File: src/rtl/prog_sequencer_if.sv
// ---------------------------------------------------------------------------
// prog_sequencer_if
// Bundles the Start/Halt handshake with the PC-register control outputs of
// the program run sequencer.
//   master : drives start/halt, observes the sequencer outputs
//   slave  : the sequencer itself
// Signals:
//   start        level, high = hold and arm, falling = begin execution
//   halt         decoded halt instruction at the current PC
//   pc_hold      1 = freeze the PC register
//   pc_load      1 = PC register loads pc_load_addr on the next edge
//   pc_load_addr entry address of the selected program
//   prog_idx     index of the current/armed program
//   running      1 while a program executes
//   done         1 after a halt or watchdog expiry, until the next start
//   cycle_count  executed cycles of the current/last program
//   timeout      watchdog expiry flag
// ---------------------------------------------------------------------------
interface prog_sequencer_if #(
  parameter int PC_W  = 11,
  parameter int CNT_W = 16
);
  logic             start;
  logic             halt;
  logic             pc_hold;
  logic             pc_load;
  logic [PC_W-1:0]  pc_load_addr;
  logic [1:0]       prog_idx;
  logic             running;
  logic             done;
  logic [CNT_W-1:0] cycle_count;
  logic             timeout;

  modport master (
    output start, halt,
    input  pc_hold, pc_load, pc_load_addr, prog_idx,
    input  running, done, cycle_count, timeout
  );

  modport slave (
    input  start, halt,
    output pc_hold, pc_load, pc_load_addr, prog_idx,
    output running, done, cycle_count, timeout
  );
endinterface

File: src/rtl/prog_sequencer.sv
// ---------------------------------------------------------------------------
// prog_sequencer
// Run controller for the instruction-fetch program counter. Holds the PC
// while start is high, loads the selected program's entry address, releases
// the PC to run, stops on the decoded halt instruction and reports done
// together with the number of executed cycles. Successive start requests
// from the done state step through NUM_PROGS programs.
// Ports:
//   clk    system clock, rising edge
//   rst_n  asynchronous active-low reset
//   bus    prog_sequencer_if.slave (start/halt in, PC controls and status out)
// Optional feature:
//   PROG_WATCHDOG_EN  when defined, a run reaching WDOG_LIMIT cycles without
//                     halt ends in done with timeout set. When undefined no
//                     comparator exists and timeout is tied low.
// All outputs are registered except pc_load_addr.
// ---------------------------------------------------------------------------
module prog_sequencer #(
  parameter int PC_W       = 11,
  parameter int NUM_PROGS  = 3,
  parameter int PROG0_ADDR = 0,
  parameter int PROG1_ADDR = 256,
  parameter int PROG2_ADDR = 512,
  parameter int PROG3_ADDR = 768,
  parameter int CNT_W      = 16,
  parameter int WDOG_LIMIT = 4095
) (
  input logic                clk,
  input logic                rst_n,
  prog_sequencer_if.slave    bus
);

  typedef enum logic [1:0] {IDLE, ARMED, RUN, DONE} state_t;

  localparam logic [1:0] LAST_IDX = 2'(NUM_PROGS - 1);

  state_t           state;
  logic [1:0]       prog_idx;
  logic [CNT_W-1:0] cycle_count;
  logic             pc_hold;
  logic             pc_load;
  logic             running;
  logic             done;
  logic [PC_W-1:0]  entry_addr;

`ifdef PROG_WATCHDOG_EN
  localparam logic [CNT_W-1:0] WDOG_CNT = CNT_W'(WDOG_LIMIT);
  logic timeout;
`endif

  // Indices at or beyond NUM_PROGS fall back to program 0.
  always_comb begin
    entry_addr = PC_W'(PROG0_ADDR);
    case (prog_idx)
      2'd1: if (NUM_PROGS > 1) entry_addr = PC_W'(PROG1_ADDR);
      2'd2: if (NUM_PROGS > 2) entry_addr = PC_W'(PROG2_ADDR);
      2'd3: if (NUM_PROGS > 3) entry_addr = PC_W'(PROG3_ADDR);
      default: entry_addr = PC_W'(PROG0_ADDR);
    endcase
  end

  // Single state machine; every output is set on the edge that enters the
  // state it belongs to, so the outputs track the state register exactly.
  // In RUN, start takes priority over halt so an abort always restarts.
  always_ff @(posedge clk or negedge rst_n) begin
    if (!rst_n) begin
      state       <= IDLE;
      prog_idx    <= 2'd0;
      cycle_count <= '0;
      pc_hold     <= 1'b1;
      pc_load     <= 1'b0;
      running     <= 1'b0;
      done        <= 1'b0;
`ifdef PROG_WATCHDOG_EN
      timeout     <= 1'b0;
`endif
    end else begin
      case (state)
        IDLE: begin
          if (bus.start) begin
            state   <= ARMED;
            pc_hold <= 1'b1;
            pc_load <= 1'b1;
          end
        end
        ARMED: begin
          if (!bus.start) begin
            state       <= RUN;
            pc_hold     <= 1'b0;
            pc_load     <= 1'b0;
            running     <= 1'b1;
            cycle_count <= '0;
          end
        end
        RUN: begin
          if (bus.start) begin
            state   <= ARMED;
            pc_hold <= 1'b1;
            pc_load <= 1'b1;
            running <= 1'b0;
          end else if (bus.halt) begin
            state   <= DONE;
            pc_hold <= 1'b1;
            running <= 1'b0;
            done    <= 1'b1;
          end
`ifdef PROG_WATCHDOG_EN
          else if (cycle_count == WDOG_CNT) begin
            state   <= DONE;
            pc_hold <= 1'b1;
            running <= 1'b0;
            done    <= 1'b1;
            timeout <= 1'b1;
          end
`endif
          else if (cycle_count != '1) begin
            cycle_count <= cycle_count + CNT_W'(1);
          end
        end
        DONE: begin
          if (bus.start) begin
            state    <= ARMED;
            pc_load  <= 1'b1;
            done     <= 1'b0;
            prog_idx <= (prog_idx >= LAST_IDX) ? 2'd0 : prog_idx + 2'd1;
`ifdef PROG_WATCHDOG_EN
            timeout  <= 1'b0;
`endif
          end
        end
        default: begin
          state   <= IDLE;
          pc_hold <= 1'b1;
          pc_load <= 1'b0;
          running <= 1'b0;
          done    <= 1'b0;
        end
      endcase
    end
  end

  assign bus.pc_hold      = pc_hold;
  assign bus.pc_load      = pc_load;
  assign bus.pc_load_addr = entry_addr;
  assign bus.prog_idx     = prog_idx;
  assign bus.running      = running;
  assign bus.done         = done;
  assign bus.cycle_count  = cycle_count;
`ifdef PROG_WATCHDOG_EN
  assign bus.timeout      = timeout;
`else
  assign bus.timeout      = 1'b0;
`endif

endmodule

File: src/flat_wrapper.sv
// flat-port wrapper written by rule: the top's interface ports become plain ports
module prog_sequencer_flat 
#(
  parameter int PC_W       = 11,
  parameter int NUM_PROGS  = 3,
  parameter int PROG0_ADDR = 0,
  parameter int PROG1_ADDR = 256,
  parameter int PROG2_ADDR = 512,
  parameter int PROG3_ADDR = 768,
  parameter int CNT_W      = 16,
  parameter int WDOG_LIMIT = 4095
)
  (clk, rst_n, bus_start, bus_halt, bus_pc_hold, bus_pc_load, bus_pc_load_addr, bus_prog_idx, bus_running, bus_done, bus_cycle_count, bus_timeout);
  prog_sequencer_if #(.PC_W(PC_W), .CNT_W(CNT_W)) bus_i ();
  input logic clk;
  input logic rst_n;
  input wire logic [$bits(bus_i.start)-1:0] bus_start;
  input wire logic [$bits(bus_i.halt)-1:0] bus_halt;
  output wire logic [$bits(bus_i.pc_hold)-1:0] bus_pc_hold;
  output wire logic [$bits(bus_i.pc_load)-1:0] bus_pc_load;
  output wire logic [$bits(bus_i.pc_load_addr)-1:0] bus_pc_load_addr;
  output wire logic [$bits(bus_i.prog_idx)-1:0] bus_prog_idx;
  output wire logic [$bits(bus_i.running)-1:0] bus_running;
  output wire logic [$bits(bus_i.done)-1:0] bus_done;
  output wire logic [$bits(bus_i.cycle_count)-1:0] bus_cycle_count;
  output wire logic [$bits(bus_i.timeout)-1:0] bus_timeout;
  assign bus_i.start = bus_start;
  assign bus_i.halt = bus_halt;
  assign bus_pc_hold = bus_i.pc_hold;
  assign bus_pc_load = bus_i.pc_load;
  assign bus_pc_load_addr = bus_i.pc_load_addr;
  assign bus_prog_idx = bus_i.prog_idx;
  assign bus_running = bus_i.running;
  assign bus_done = bus_i.done;
  assign bus_cycle_count = bus_i.cycle_count;
  assign bus_timeout = bus_i.timeout;
  prog_sequencer #(.PC_W(PC_W), .NUM_PROGS(NUM_PROGS), .PROG0_ADDR(PROG0_ADDR), .PROG1_ADDR(PROG1_ADDR), .PROG2_ADDR(PROG2_ADDR), .PROG3_ADDR(PROG3_ADDR), .CNT_W(CNT_W), .WDOG_LIMIT(WDOG_LIMIT)) u_core (.clk(clk), .rst_n(rst_n), .bus(bus_i));
endmodule
File: config.mk
export PLATFORM = sky130hd
export DESIGN_NAME = prog_sequencer_flat
export DESIGN_NICKNAME = d
export VERILOG_FILES = /design/src/rtl/prog_sequencer_if.sv /design/src/rtl/prog_sequencer.sv /design/src/flat_wrapper.sv
export SDC_FILE = /design/constraint.sdc
export NUM_CORES = 1
export LEC_CHECK = 0
export CELL_PAD_IN_SITES_DETAIL_PLACEMENT = 1
export CELL_PAD_IN_SITES_GLOBAL_PLACEMENT = 1
export CORE_UTILIZATION = 44
export CTS_BUF_LIST = sky130_fd_sc_hd__clkbuf_8
export DETAILED_ROUTE_END_ITERATION = 7
export DONT_BUFFER_PORTS = 1
export PLACE_DENSITY = 0.83
export SYNTH_ARGS = -nofsm -noshare
export SYNTH_HDL_FRONTEND = slang
export SYNTH_SLANG_ARGS = --single-unit
export TNS_END_PERCENT = 1
File: constraint.sdc
create_clock -name clk -period 1.9 [get_ports clk]
set_input_delay 0.285 -clock clk [delete_from_list [all_inputs] [get_ports clk]]
set_output_delay 0.285 -clock clk [all_outputs]
set_load 0.02 [all_outputs]
Run 1, pin map:
Drawn at 6 px/um. Pins as bars across the die edge, other pins in gray.
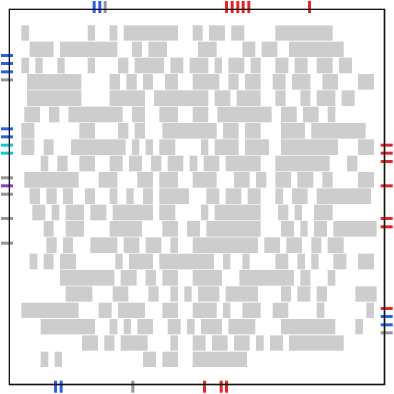
Blue shows bus_pc_load_addr, pins 11, direction output, edge 5 left, 2 bottom, 2 right, 2 top. Cyan shows bus_prog_idx, pins 2, direction output, edge left. Red shows bus_cycle_count, pins 16, direction output, edge 7 right, 6 top, 3 bottom. Purple shows bus_done, pins 1, direction output, edge left.
All pins by edge: 13 left, 10 right, 9 top, 6 bottom.

Run 1, gate-type map:
Drawn at 6 px/um.
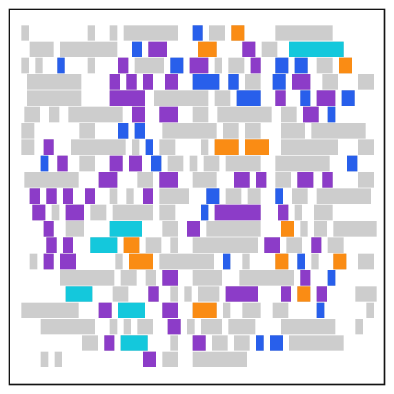
Blue shows nand cells, cells 28. Orange shows and/or cells, cells 12. Cyan shows fa/ha/maj cells, cells 6. Purple shows aoi and oai cells, cells 55.

==> results.txt, run 1 <==
Main metrics from the flow reports.

The clock sink count came out at 24. The chip occupies 0.00388 mm^2. The worst-case register-to-register setup slack came out at -0.08 ns. The distinct cell type count after synthesis is 49.

The count of port buffers added during placement is 0. The achievable frequency is 504 MHz. The first-pass iteration count of the detailed router came out at 4. The highest supply drop recorded on VDD is 0.648 mV.

The pin count of the biggest net entering global routing came out at 25. The clock-pin slew reported for the worst setup and hold paths after clock tree synthesis is 0.10 ns. TritonCTS built the clock tree. The critical path buffer and inverter count is 1.

In this run the critical register-to-register path is captured at u_core.bus.cycle_count[8]$_DFFE_PN0P_. Counting flops with an async set or reset pin after synthesis yields a share of 100%. The worst clock skew is 0.0117 ns.

Pin placement for this block handled 38 I/O pins. The launch instance of the worst min-delay path is bus_start. After detailed routing, no signal wire sits above met4.

The count of synthesis-stage warnings from yosys is 0. Looking at the hold checks, the worst path lands on u_core.bus.running$_DFFE_PN0P_. The sequential fraction of the synthesis area is 37.6%.

On the worst path, the slowest cell contributes a delay of 0.57 ns. The register bit total from synthesis is 24. Setup repair after global routing could not meet its margin everywhere. The synthesis-to-finish area growth came out at 28.0%. The worst-path maximum fanout came out at 7. STA classifies the critical path endpoint as a register. The post-synth tally of flip-flops with integrated enable is 0. For the worst flop-to-flop path, the logic depth is 7. The total area inside the core boundary comes to 0.00342 mm^2.

The kind of cell with the highest combined delay along the critical path is simple AND/OR/NAND/NOR gates. The total number of placement rows is 21. TritonCTS created 3 clock buffers. The tightest hold margin is 0.210 ns. The height of the die came out at 62.3 um. The global placement routability congestion came out at 0.850. Per the CTS log, the root buffer master is clkbuf_8. The checks that failed: negative setup slack.

The logic depth of the worst path, buffers included came out at 7. At the later pin of the worst-skew pair, clock insertion delay measures 0.29 ns. The via count of the first global-routing pass was 1,714. The ratio of routed vias to standard cells came out at 6.16. The detailed-routed wire length on met2 is 2810 um. The class of the tightest hold or removal check is in2reg. The cell with the largest stage delay on the worst path is or4_4.

For reference, the final report shows the hold violation count at 0. The antenna violation net count after detailed routing came out at 0. The final setup violation count came out at 11.

Looking at the clock tree report, the H-tree level count equals 1. Per the synth stats, the flop cell with the highest instance count is dfrtp_1. Wire segments on met3 add up to 329 um in the final route. The number of cells in the design after placement came out at 252. Once layout is complete, the cells apart from fillers number 264.

The share of post-route cells with drive strength above 1 is 32.1%. The initial standard-cell utilization of the core is 46.8%. The remaining global-route overflow is 0. The number of antenna violations at the first check in global routing came out at 0.

The number of pins with negative max-slew slack in the final report is 0. The launching element type of the critical path is a register. The signal on the critical path passes through ha_4, nand2_4, or4_4, o31ai_4, buf_4, o21ai_2, o31ai_1. STA lists the startpoint of the worst register-to-register path as u_core.bus.cycle_count[0]$_DFFE_PN0P_. The maximum number of buffers from clock root to sink came out at 2. The capture point of the worst path is u_core.bus.cycle_count[8]$_DFFE_PN0P_. Ranking logic cells in the layout by count gives the top entries buf_4 (36), dfrtp_1 (20), nor2_1 (12). For the finished layout, the period the worst path requires is 1.98 ns. The number of nets at the end of the flow came out at 229. The final worst-path cycle share came out at 104%. Among logic cells in the layout, the one with the most instances is buf_4. For reference, the post-synthesis area per instance comes to 8.65 um^2. The power density relative to cell area came out at 1060 mW/mm^2.

The number of remaining DRC errors is 0. The total standard cell area after synthesis came out at 0.00160 mm^2. The number of maximum-capacitance violations recorded for the run is 0. After synthesis, the design contains 185 cells according to Yosys. The setup slack after layout came out at -0.0822 ns. The critical path in this run is classified as reg2reg.

The number of instances in the synthesized netlist came out at 185. The worst hold path stage count came out at 2. The first global-routing pass estimated 8420 um of wire. In the synthesis report, Yosys lists the chip area as 0.00160 mm^2. The run finished, with violations left. According to the timing report, the data required time at the worst endpoint equals 2.11 ns. The die is 62.3 um wide.
Run 1, metal layers overlaid:
Drawn at 4 px/um. Only two layers are drawn.
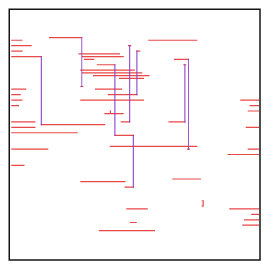
Purple shows M4, wire length 127 um. Red shows M3, wire length 329 um.
total global routing track utilization: 28.3%
vias: 1,625
average wire per standard cell: 20.5 um
Detailed Route WL: 5410 um

run 1: routing by layer:
layer	vias up	global-route usage, %
met5	-	0
met4	0	13.7
met3	16	6.07
met2	77	52.7
met1	814	29.8
li1	718	-
run 1: registers in the layout (all words and copies together) (netlist names):
name / cells
u_core.bus.cycle_count: 16
u_core.bus.prog_idx: 2
u_core.state: 2
u_core.bus.done: 1
u_core.bus.pc_hold: 1
u_core.bus.pc_load: 1
u_core.bus.running: 1
run 1: where the power goes:
part / internal [W] / switching (W) / total [W]
combinational: 0.000396 / 0.000545 / 0.000942
sequential: 0.000600 / 0.000145 / 0.000746
clock: 0.000283 / 0.000197 / 0.000480
total: 0.00128 / 0.000888 / 0.00217
run 1: through the flow:
stage	cell area [um^2]	total power [W]	setup slack, ns	TNS, ns	utilization (%)
finish	2050	0.00217	-0.0822	-0.489	60.0
CTS	1970	0.00206	-0.0163	-0.0163	57.8
detailed placement	1840	0.00155	0.0378	0	54.0
global route	2050	0.00225	-0.122	-1.16	60.0
global placement	1840	0.00148	0.0672	0	54.0
floorplan	1680	0.00128	-0.0945	-0.567	-
run 1: layout make-up:
class                           count  area (um^2)
Clock inverter                      1         30.0
Multi-Input combinational cell    141          957
Clock buffer                        3         41.3
Sequential cell                    24          606
Inverter                            9         33.8
Fill cell                         401         1370
Tap cell                           46         57.6
Timing Repair Buffer               40          323
run 1: logic make-up (layout without fill, tap and decap cells):
logic type	Yosys count	count (layout)	share of synthesized area, %
multiplexers	3	3	1.95
flip-flops	24	24	37.6
AND/OR/NAND/NOR	61	61	20.5
AND-OR/OR-AND	61	61	25.0
other	1	10	0.234
adder cells (fa/ha/maj)	6	6	4.69
buffers and inverters	29	53	10.0
run 1: timing repair:
action,in CTS,in global routing
hold buffers,2,0
setup buffers,1,5
pin swaps,0,5
hold endpoints to repair,24,0
gates resized,4,12
setup endpoints to repair,6,15
gates cloned,0,0
run 1: Yosys cell counts, types with 3 or more instances:
cell type | count | area, um^2
o21ai_1 | 12 | 60.1
a21oi_1 | 9 | 45.0
ha_1 | 6 | 75.1
nand4_1 | 3 | 18.8
o31ai_1 | 4 | 30.0
and2_1 | 3 | 18.8
nor2_1 | 12 | 45.0
nand2_1 | 14 | 52.6
o21ai_0 | 9 | 45.0
inv_1 | 9 | 33.8
buf_4 | 11 | 82.6
dfrtp_1 | 23 | 576
nand3_1 | 8 | 40.0
clkbuf_1 | 6 | 22.5
nor4_1 | 3 | 18.8
o22ai_1 | 3 | 18.8
a31oi_1 | 8 | 50.1
nor3_1 | 3 | 15.0
==> inputs of run 2 (changes only) <==
--- a/config.mk
+++ b/config.mk
@@ -12,6 +12,7 @@
 export DETAILED_ROUTE_END_ITERATION = 7
 export DONT_BUFFER_PORTS = 1
 export PLACE_DENSITY = 0.83
+export REMOVE_ABC_BUFFERS = 1
 export SYNTH_ARGS = -nofsm -noshare
 export SYNTH_HDL_FRONTEND = slang
 export SYNTH_SLANG_ARGS = --single-unit
Run 2, pin map:
Drawn at 6 px/um. Pins as bars across the die edge, other pins in gray.
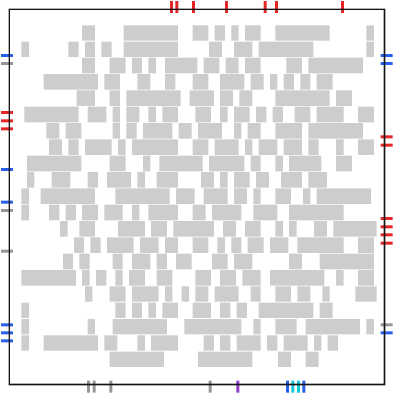
Cyan shows bus_prog_idx, pins 2, direction output, edge bottom. Purple shows bus_done, pins 1, direction output, edge bottom. Red shows bus_cycle_count, pins 16, direction output, edge 7 top, 6 right, 3 left. Blue shows bus_pc_load_addr, pins 11, direction output, edge 6 left, 3 right, 2 bottom.
overall die width: 62.3 um
die height: 62.3 um

Run 2, gate-type map:
Drawn at 6 px/um.
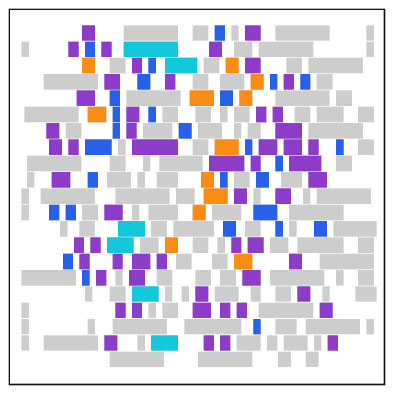
Orange shows and/or cells, cells 12. Purple shows aoi and oai cells, cells 55. Cyan shows fa/ha/maj cells, cells 6. Blue shows nand cells, cells 28.

==> results.txt, run 2 <==
Main metrics from the flow reports.

The final setup violation count is 15 (+4). The register bit total from synthesis is 24 (unchanged). The worst clock skew came to 0.00658 ns (-0.00508 ns).

The flip-flop count of the largest register, all copies and words added is 16 (unchanged). The library cell used most frequently in the layout, excluding fill and tap cells, is buf_4. The power density relative to cell area is 981 mW/mm^2 (-7.3%). The required time at the endpoint of the critical path is 2.07 ns (-0.04 ns). The number of design-rule violations left by the first detailed-router iteration is 151. The global placement routability congestion came out at 0.833 (-2.0%). The yosys stat cell total is 185 (unchanged).

The worst hold path stage count is 3 (+1). The share of post-route cells with drive strength above 1 is 30.9% (-1.2 points). The met1 demand-to-capacity share in global routing came to 34.3% (+4.5 points). The post-synthesis chip area from yosys came out at 0.00160 mm^2 (unchanged). The final routed wirelength across all metal layers is 5500 um (+1.6%). The number of remaining DRC errors came to 0 (unchanged).

The count of filler cells inserted in the layout was 407 (+1.5%). The clock-pin slew reported for the worst setup and hold paths after clock tree synthesis is 0.09 ns (about the same). The worst-path maximum fanout was 5 (-2). The worst-case register-to-register setup slack was -0.13 ns (-0.05 ns). The clock latency on the worst-skew pair is 0.27 ns (-0.02 ns). The first-pass iteration count of the detailed router came to 4 (unchanged). Looking at the gate-level netlist, the highest instance count belongs to dfrtp_1. The number of cells in the design after placement came out at 253 (+0.40%). The pin count of the biggest net entering global routing is 25 (unchanged). The run finished, with violations left.

The final design instance area without fill was 0.00205 mm^2 (about the same). The leakage power total came out at 0.896 nW. The number of nets at the end of the flow came to 228 (-0.44%). The fraction of registers with async set or reset after synthesis came out at 100% (unchanged). The number of primary I/O pins is 38 (unchanged). The number of max-capacitance violations reported came out at 0 (unchanged). The number of antenna violations at the first check in global routing was 0 (unchanged). The post-synth tally of flip-flops with integrated enable is 0 (unchanged). Checking hold timing, the worst path is listed with class in2reg. The setup slack after layout was -0.131 ns (-0.0488 ns). The placeable core region came out at 0.00342 mm^2 (unchanged). The final antenna diode count is 0. The number of instances in the synthesized netlist is 185 (unchanged).

The area occupied by registers was 602 um^2 (-0.62%). The final standard cell count with taps included and fillers excluded is 263 (-0.38%). The number of warnings reported in the stage logs is 31. The overall via count from detail_route is 1,655 (+1.8%). The via count of the first global-routing pass came out at 1,765 (+3.0%). The area used by multi-input combinational logic came to 970 um^2 (+1.3%). The number of pins with negative max-slew slack in the final report came out at 0 (unchanged). The main area contributors are dfrtp_1 (36%), buf_4 (5.2%), ha_1 (4.7%). The synthesis-to-finish area growth is 27.9% (about the same).

The total standard cell area after synthesis is 0.00160 mm^2 (unchanged). The largest registers in the layout are u_core.bus.cycle_count (16), u_core.bus.prog_idx (2), u_core.state (2). The combined global-route utilization of all metal layers is 28.5% (+0.22 points).

The distinct cell type count after synthesis is 49 (unchanged). The total number of H-tree levels is 1 (unchanged). The final total negative setup slack came out at -0.742 ns (-0.253 ns). The met3 track demand over resource was 6.43% (+0.37 points). The antenna violation net count after detailed routing came to 0 (unchanged). STA classifies the critical path startpoint as a register.

The ratio of routed vias to standard cells came out at 6.29 (+2.2%). The clock sink count is 24 (unchanged). The placed instance area was 0.00183 mm^2 (-0.95%). The initial standard-cell utilization of the core came to 46.8% (unchanged).

The wire length of the first global-routing pass is 8730 um (+3.6%). The count of synthesis-stage warnings from yosys is 0 (unchanged). TritonCTS built the clock tree. The remaining global-route overflow is 0 (unchanged). Clock tree synthesis selected as its root buffer the cell clkbuf_8. The worst setup path is captured at a register. The detailed placement HPWL is 3600 um.

The arrival time at the worst endpoint came out at 2.20 ns. The CTS buffer count is 3 (unchanged). The placement-stage worst setup slack came out at -0.236 ns (-0.274 ns). The final critical delay including setup and external delays is 2.03 ns (+0.0488 ns).

u_core.bus.cycle_count holds more flip-flops than any other register. The top cell type by total area after synthesis is dfrtp_1. The sequential fraction of the synthesis area came out at 37.6% (unchanged).

The maximum resistive drop on vdd is 0.556 mV (-14%). The overall chip area came out at 0.00388 mm^2 (unchanged). The final-report hold violation count is 0 (unchanged). The final worst-path cycle share is 107% (+2.6 points). The global-route met2 utilization is 48.4% (-4.4 points).

Post-synth the commonest register cell is dfrtp_1. The total number of placement rows came out at 21 (unchanged). Sorting the synthesized cells by how often they occur yields dfrtp_1 (23), nand2_1 (14), nor2_1 (12), o21ai_1 (12), buf_4 (11). In the layout the commonest cells are buf_4 (31), dfrtp_1 (23), nand2_1 (12), nor2_1 (12), conb_1 (10). The count of port buffers added during placement is 0 (unchanged). Setup repair after global routing could not meet its margin everywhere. Looking at the global route congestion table, the highest-usage layer is met2. The checks that failed: negative setup slack. The routed length per placed instance came out at 20.9 um (+2.0%). In the setup report, the worst path falls into the class reg2reg. The share of the synthesized area in the top cell type came to 36.0% (unchanged). The achievable frequency was 492 MHz (-2.4%). The final core utilization came out at 59.9% (about the same). The number of cell instances on the worst register-to-register path is 7 (unchanged). The post-synthesis average cell area is 8.65 um^2 (unchanged). The maximum number of buffers from clock root to sink came out at 2 (unchanged).
run 2: cell counts after synthesis:
Identical to the previous run, type by type.
run 2: layout make-up:
type | count | area share [%]
Timing Repair Buffer | 39 | 16.6
Clock inverter | 1 | 0.183
Tap cell | 46 | 2.81
Sequential cell | 24 | 29.4
Clock buffer | 3 | 2.02
Inverter | 9 | 1.65
Multi-Input combinational cell | 141 | 47.4
run 2: final timing paths:
path | end | start
hold / removal | u_core.bus.cycle_count[2]$_DFFE_PN0P_ | bus_start
setup reg to reg | u_core.bus.cycle_count[6]$_DFFE_PN0P_ | u_core.bus.cycle_count[0]$_DFFE_PN0P_
min in group asynchronous | u_core.bus.cycle_count[12]$_DFFE_PN0P_ | rst_n
setup / recovery | u_core.bus.cycle_count[6]$_DFFE_PN0P_ | u_core.bus.cycle_count[0]$_DFFE_PN0P_
max in group asynchronous | u_core.bus.pc_hold$_DFFE_PN1P_ | rst_n
hold reg to reg | u_core.bus.pc_hold$_DFFE_PN1P_ | u_core.bus.pc_hold$_DFFE_PN1P_
run 2: power breakdown:
group          switching, W  total, W  internal [W]  leakage, nW
Combinational      0.000552  0.000939      0.000386        0.555
Clock              0.000177  0.000322      0.000145       0.0269
Sequential         0.000150  0.000748      0.000598        0.314
run 2: cells by family (layout without fill, tap and decap cells):
logic type / after synthesis / after routing / share of synthesized area, %
compound gates: 61 / 61 / 25.0
simple gates: 61 / 61 / 20.5
buf+inv: 29 / 52 / 10.0
flops: 24 / 24 / 37.6
fa+ha+maj: 6 / 6 / 4.69
mux: 3 / 3 / 1.95
other cells: 1 / 10 / 0.234
run 2: metal layers:
metal  share of wire (%)  routed length (um)
met3                 5.1                 278
met1                  42                2310
met2                  50                2770
met5                   0                   0
met4                 2.6                 142
run 2: stage by stage:
stage               total power, W  hold slack [ns]
floorplan                  0.00123          -0.0106
global placement           0.00151          -0.0100
detailed placement         0.00157          -0.0101
CTS                        0.00194            0.222
global route               0.00211            0.257
finish                     0.00201            0.221
run 2: what timing repair did:
| action | 4_1_cts | 5_1_grt |
|---|---|---|
| buffers inserted | 0 | 4 |
| endpoints found under the setup margin | 14 | 16 |
| hold endpoints to repair | 24 | 0 |
| resized | 10 | 17 |
| pin swaps | 2 | 6 |
| cloned | 0 | 0 |
| hold buffers | 2 | 0 |
run 2: critical path, stage by stage (launching register included):
cell and delay [ns]:
dfrtp_1 0.37, ha_2 0.19, nand2_2 0.07, or4_4 0.58, o21ai_4 0.25, buf_6 0.16, o21ai_1 0.09, a31oi_1 0.23
Power is estimated from default activity; no workload was simulated.
